The metal 3 layer:
Scale: 6 px per um.
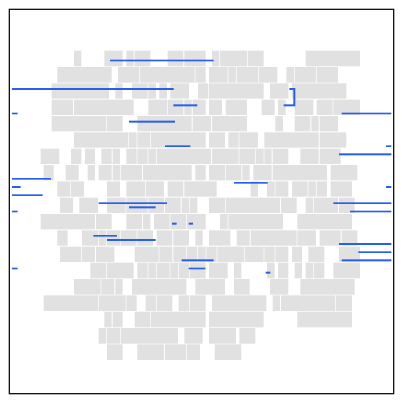
Metal 1:
Scale: 10 px per um. Supply wires on this layer in gray.
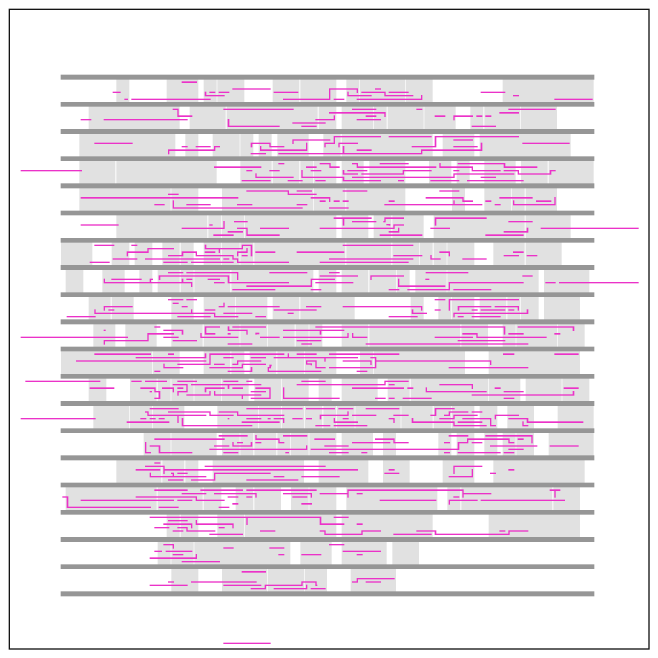
--- src/rtl/otp_bank_scheduler_if.sv ---
// Handshake bundle between the OTP bank scheduler, otp_gen and the sd side.
// The slave modport is the scheduler; the master modport drives it.
interface otp_bank_scheduler_if #(
   parameter int CNT_W = 16
);
   logic             istart;
   logic             istop;
   logic             iblock_req;
   logic             oblock_ready;
   logic             ord_bank;
   logic             ogen_start;
   logic             ogen_new;
   logic             igen_done;
   logic             iwrite_en;
   logic             owrite_en0;
   logic             owrite_en1;
   logic [CNT_W-1:0] oblk_cnt;
   logic             ounderrun;

   modport slave (
      input  istart, istop, iblock_req, igen_done, iwrite_en,
      output oblock_ready, ord_bank, ogen_start, ogen_new,
      output owrite_en0, owrite_en1, oblk_cnt, ounderrun
   );

   modport master (
      output istart, istop, iblock_req, igen_done, iwrite_en,
      input  oblock_ready, ord_bank, ogen_start, ogen_new,
      input  owrite_en0, owrite_en1, oblk_cnt, ounderrun
   );
endinterface

--- src/rtl/otp_bank_scheduler.sv ---
// Ping-pong scheduler for two OTP RAM banks: otp_gen fills one bank
// while the sd controller consumes the other.
module otp_bank_scheduler #(
   parameter int CNT_W = 16
) (
   input logic                 iclk,
   input logic                 irst,
   otp_bank_scheduler_if.slave bus
);
   typedef enum logic [1:0] {
      IDLE,
      GEN,
      HOLD,
      DRAIN
   } state_e;

   state_e           state_q, state_d;
   logic [1:0]       valid_q, valid_d;
   logic             rd_bank_q, rd_bank_d;
   logic             wr_bank_q, wr_bank_d;
   logic             start_q, start_d;
   logic             new_q, new_d;
   logic             under_q, under_d;
   logic [CNT_W-1:0] cnt_q, cnt_d;
   logic             ready;
   logic             accept;
   logic             gen_st;

   assign ready  = valid_q[rd_bank_q];
   assign accept = bus.iblock_req & ready & ~bus.istop;
   assign gen_st = (state_q == GEN);

   assign bus.oblock_ready = ready;
   assign bus.ord_bank     = rd_bank_q;
   assign bus.ogen_start   = start_q;
   assign bus.ogen_new     = new_q;
   assign bus.oblk_cnt     = cnt_q;
   assign bus.ounderrun    = under_q;
   assign bus.owrite_en0   = bus.iwrite_en & gen_st & ~wr_bank_q;
   assign bus.owrite_en1   = bus.iwrite_en & gen_st & wr_bank_q;

   always_comb begin
      state_d   = state_q;
      valid_d   = valid_q;
      rd_bank_d = rd_bank_q;
      wr_bank_d = wr_bank_q;
      cnt_d     = cnt_q;
      under_d   = under_q;
      start_d   = 1'b0;
      new_d     = 1'b0;

      if (bus.iblock_req & ~ready & ~bus.istop) begin
         under_d = 1'b1;
      end
      if (accept) begin
         valid_d[rd_bank_q] = 1'b0;
         rd_bank_d          = ~rd_bank_q;
         cnt_d              = cnt_q + 1'b1;
      end

      unique case (state_q)
         IDLE: begin
            if (bus.istart & ~bus.istop) begin
               valid_d   = 2'b00;
               rd_bank_d = 1'b0;
               wr_bank_d = 1'b0;
               cnt_d     = '0;
               under_d   = 1'b0;
               start_d   = 1'b1;
               state_d   = GEN;
            end
         end
         GEN: begin
            if (bus.istop) begin
               valid_d = 2'b00;
               state_d = DRAIN;
            end else if (bus.igen_done) begin
               valid_d[wr_bank_q] = 1'b1;
               // a bank freed this same cycle counts as empty
               if (!valid_d[~wr_bank_q]) begin
                  wr_bank_d = ~wr_bank_q;
                  new_d     = 1'b1;
               end else begin
                  state_d = HOLD;
               end
            end
         end
         HOLD: begin
            if (bus.istop) begin
               valid_d = 2'b00;
               state_d = IDLE;
            end else if (accept) begin
               wr_bank_d = rd_bank_q;
               new_d     = 1'b1;
               state_d   = GEN;
            end
         end
         DRAIN: begin
            if (bus.igen_done) begin
               state_d = IDLE;
            end
         end
         default: state_d = IDLE;
      endcase
   end

   always_ff @(posedge iclk or posedge irst) begin
      if (irst) begin
         state_q   <= IDLE;
         valid_q   <= 2'b00;
         rd_bank_q <= 1'b0;
         wr_bank_q <= 1'b0;
         start_q   <= 1'b0;
         new_q     <= 1'b0;
         cnt_q     <= '0;
         under_q   <= 1'b0;
      end else begin
         state_q   <= state_d;
         valid_q   <= valid_d;
         rd_bank_q <= rd_bank_d;
         wr_bank_q <= wr_bank_d;
         start_q   <= start_d;
         new_q     <= new_d;
         cnt_q     <= cnt_d;
         under_q   <= under_d;
      end
   end
endmodule

--- src/flat_wrapper.sv ---
// flat-port wrapper written by rule: the top's interface ports become plain ports
module otp_bank_scheduler_flat 
#(
   parameter int CNT_W = 16
)
  (iclk, irst, bus_istart, bus_istop, bus_iblock_req, bus_igen_done, bus_iwrite_en, bus_oblock_ready, bus_ord_bank, bus_ogen_start, bus_ogen_new, bus_owrite_en0, bus_owrite_en1, bus_oblk_cnt, bus_ounderrun);
  otp_bank_scheduler_if #(.CNT_W(CNT_W)) bus_i ();
  input logic iclk;
  input logic irst;
  input wire logic [$bits(bus_i.istart)-1:0] bus_istart;
  input wire logic [$bits(bus_i.istop)-1:0] bus_istop;
  input wire logic [$bits(bus_i.iblock_req)-1:0] bus_iblock_req;
  input wire logic [$bits(bus_i.igen_done)-1:0] bus_igen_done;
  input wire logic [$bits(bus_i.iwrite_en)-1:0] bus_iwrite_en;
  output wire logic [$bits(bus_i.oblock_ready)-1:0] bus_oblock_ready;
  output wire logic [$bits(bus_i.ord_bank)-1:0] bus_ord_bank;
  output wire logic [$bits(bus_i.ogen_start)-1:0] bus_ogen_start;
  output wire logic [$bits(bus_i.ogen_new)-1:0] bus_ogen_new;
  output wire logic [$bits(bus_i.owrite_en0)-1:0] bus_owrite_en0;
  output wire logic [$bits(bus_i.owrite_en1)-1:0] bus_owrite_en1;
  output wire logic [$bits(bus_i.oblk_cnt)-1:0] bus_oblk_cnt;
  output wire logic [$bits(bus_i.ounderrun)-1:0] bus_ounderrun;
  assign bus_i.istart = bus_istart;
  assign bus_i.istop = bus_istop;
  assign bus_i.iblock_req = bus_iblock_req;
  assign bus_i.igen_done = bus_igen_done;
  assign bus_i.iwrite_en = bus_iwrite_en;
  assign bus_oblock_ready = bus_i.oblock_ready;
  assign bus_ord_bank = bus_i.ord_bank;
  assign bus_ogen_start = bus_i.ogen_start;
  assign bus_ogen_new = bus_i.ogen_new;
  assign bus_owrite_en0 = bus_i.owrite_en0;
  assign bus_owrite_en1 = bus_i.owrite_en1;
  assign bus_oblk_cnt = bus_i.oblk_cnt;
  assign bus_ounderrun = bus_i.ounderrun;
  otp_bank_scheduler #(.CNT_W(CNT_W)) u_core (.iclk(iclk), .irst(irst), .bus(bus_i));
endmodule
--- config.mk ---
export PLATFORM = sky130hd
export DESIGN_NAME = otp_bank_scheduler_flat
export DESIGN_NICKNAME = d
export VERILOG_FILES = /design/src/rtl/otp_bank_scheduler_if.sv /design/src/rtl/otp_bank_scheduler.sv /design/src/flat_wrapper.sv
export SDC_FILE = /design/constraint.sdc
export NUM_CORES = 1
export LEC_CHECK = 0
export CAP_MARGIN = 20
export CORE_MARGIN = 5
export CORE_UTILIZATION = 50
export CTS_CLUSTER_DIAMETER = 150
export DETAILED_ROUTE_END_ITERATION = 6
export GPL_TIMING_DRIVEN = 0
export PLACE_DENSITY = 0.78
export SYNTH_ARGS = -nofsm -noshare
export SYNTH_HDL_FRONTEND = slang
export SYNTH_SLANG_ARGS = --single-unit
--- constraint.sdc ---
create_clock -name iclk -period 1.8 [get_ports iclk]
set_input_delay 0.54 -clock iclk [delete_from_list [all_inputs] [get_ports iclk]]
set_output_delay 0.54 -clock iclk [all_outputs]
set_load 0.005 [all_outputs]
==> impl_metrics.yaml <==
# yosys + openroad results
synth:
  synthArstFlopShare_pct: 100
  common_cells: "25 x dfrtp_1, 22 x nor2_1, 13 x nand2_1"
  synth_warnings: 0
  synthesis.nets: 169
  yosysUniqueCellTypes: 40
  edf_count: 0
  yosysTopAreaCellShare_pct: 43.2
  yosys_area_um2: 1450
  ys_seq_elements: 25
  post-synth-top-count-cell: "dfrtp_1"
  synthFlopType: "dfrtp_1"
  synth_area_leader_cell: "dfrtp_1"
clock_network:
  clk_pin_slew_worst_paths_ns: 0.14
  numCtsBuffers: 3
  clk_latency_ns: 0.32
  cts.sinks: 25
  cts_tree: "built"
  holdBufCountCts: 0
  root_buffer: "clkbuf_4"
  cts_buffer_depth: 2
  h-tree-depth: 1
global_routing:
  grt_max_degree: 26
  first_global_vias: 1368
  grt_usage_pct: 17.8
  antenna_found_initial: 0
pwr:
  power_density_nw_per_um2: 937
  p_total_uw: 1940
  combPwrFrac_pct: 49.6
  swShare_pct: 36.7
  internal_power_uw: 1230
  ir_drop_mv: 0.742
  p_sw_uw: 711
  p_clk_share_pct: 13.2
flow_run:
  log.warning_count: 32
floorplan:
  initial_core_util_pct: 52.5
  chipArea_um2: 4070
  coreArea_um2: 2760
  pin_count: 30
  die_w_um: 63.8
  die-height_um: 63.8
  rows: 19
setup_path:
  path_class: "flop to output port"
  cp-end-kind: "output port"
  crit_fanout: 6
  critical_path_arrival_ns: 1.28
routing:
  drc: 0
  first_iter_violations: 91
  via_per_inst: 5.69
  drtPass1Iterations: 4
  routedWlPerCell_um: 15.5
sta:
  finalHoldViolCount: 0
  fin_skew_ns: 0.00545
  holdWs_ns: 0.402
  setup_viol: 1
  relSlewSlack_pct: 78.2
  rsz0062_at_grt: "true"
  min_period_ns: 1.82
  slew_violations: 0
  fin_ws_ns: -0.0232
  max_clock_freq_ghz: 0.548
placement:
  port_buffers: 29
  pre_cts_slack_ns: -0.544
  finalWeightedCongestion: 0.814
  dp.cells: 216
  dp.final_hpwl_mm: 2.52
finish:
  area_delta_synth_final_pct: 42.8
  logic_area_um2: 791
  n_antenna_cell: 0
  final-seq-area_um2: 628
  fin_util_pct: 75.0
  final_net_count: 227
status:
  outcome: "finished, violations left"
  violations: "setup timing"
min_path:
  min_path_type: "input pin to asynchronous set/reset pin"
About 'the metal 3 layer':
wire length on this layer = 174 um
share of all routed wire = 4.6%
longest straight run = 26.7 um

About 'metal 1':
longest straight run = 19.3 um
main direction = horizontal
grt met1 use: 21.3%
WL final: 3.78 mm
DR vias: 1388

[cell usage in the layout (no fill, tap or decap), types with 2 or more instances in the layout]
cell type / n
a21oi_1: 8
and3_1: 4
and4_1: 2
buf_2: 3
buf_4: 28
clkbuf_4: 3
clkdlybuf4s50_1: 14
dfrtp_1: 23
dfrtp_2: 2
dlygate4sd2_1: 3
dlymetal6s2s_1: 8
ha_1: 5
inv_1: 5
inv_2: 2
nand2_1: 12
nand2b_1: 3
nand3_1: 7
nand3b_1: 3
nand4_1: 3
nor2_1: 21
nor2b_1: 5
nor3b_1: 2
o21a_1: 2
o21ai_0: 4
o22ai_1: 2
xnor2_1: 3
xor2_1: 11
[logic make-up after synthesis]
logic type	after synthesis	synth area share, %
AND/OR/NAND/NOR	71	26.6
AND-OR/OR-AND	25	11.4
flip-flops	25	43.2
XOR/XNOR	14	8.46
buffers and inverters	14	4.49
adder cells (fa/ha/maj)	6	5.18
multiplexers	1	0.691
[power groups by stage]
stage | combinational, uW | clock [uW] | sequential, uW
floorplan | 502 | 0 | 714
global placement | 727 | 0 | 722
detailed placement | 755 | 0 | 725
CTS | 897 | 256 | 694
global route | 1050 | 286 | 731
finish | 962 | 257 | 720
[layout make-up]
class	count	area share [%]
well taps	31	1.87
flip-flops and latches	25	30.4
multi-input cells	117	38.2
repair buffers	57	25.8
inverters	7	1.27
clock buffers	4	1.27
plain buffers	3	1.27
[critical path, stage by stage (launching register included)]
cell and delay [ns]:
dfrtp_1 0.42, inv_2 0.10, ha_4 0.18, and3_1 0.15, buf_2 0.11
[stage by stage]
step | instance area [um2] | setup TNS [ns]
6_report | 2070 | -0.0232
5_1_grt | 2070 | -0.209
4_1_cts | 1960 | -0.0771
3_5_place_dp | 1780 | -10.90
3_3_place_gp | 1780 | -9.84
2_1_floorplan | 1450 | 0
[path summary, 6_finish.rpt]
check                           slack (ns)               startpoint                      end  cells after the start
worst max-delay path                 -0.02        u_core.state_q[1]           bus_owrite_en1                      4
worst min-delay path                  0.40                     irst  u_core.bus.oblk_cnt[15]                      2
worst max register to register        0.05        u_core.state_q[0]        u_core.state_q[1]                      7
worst min register to register        0.56  u_core.bus.oblk_cnt[15]  u_core.bus.oblk_cnt[15]                      2
max in group asynchronous             1.04                     irst        u_core.state_q[0]                      3
min in group iclk                     0.56  u_core.bus.oblk_cnt[15]  u_core.bus.oblk_cnt[15]                      2
[sequential cells by signal (all words and copies together) (netlist names)]
register               cells
u_core.wr_bank_q           1
u_core.bus.ounderrun       1
u_core.valid_q             2
u_core.bus.ord_bank        1
u_core.bus.ogen_new        1
u_core.bus.ogen_start      1
u_core.bus.oblk_cnt       16
u_core.state_q             2
[layer usage]
layer  routed length, um  vias up  track usage (%)  share of wire (%)
li1                    -      654                -                  -
met1                1580      687             21.3                 42
met2                1970       40             31.4                 52
met3                 173        7             3.33                4.6
met4                  57        0             6.75                1.5
met5                   0        -                0                  0
[repair_timing]
action,in CTS,in global routing
setup endpoints to repair,29,24
resized,28,17
buffers inserted,20,8
pin swaps,5,5
No activity file was given, so power comes from the tool's default toggle rates.
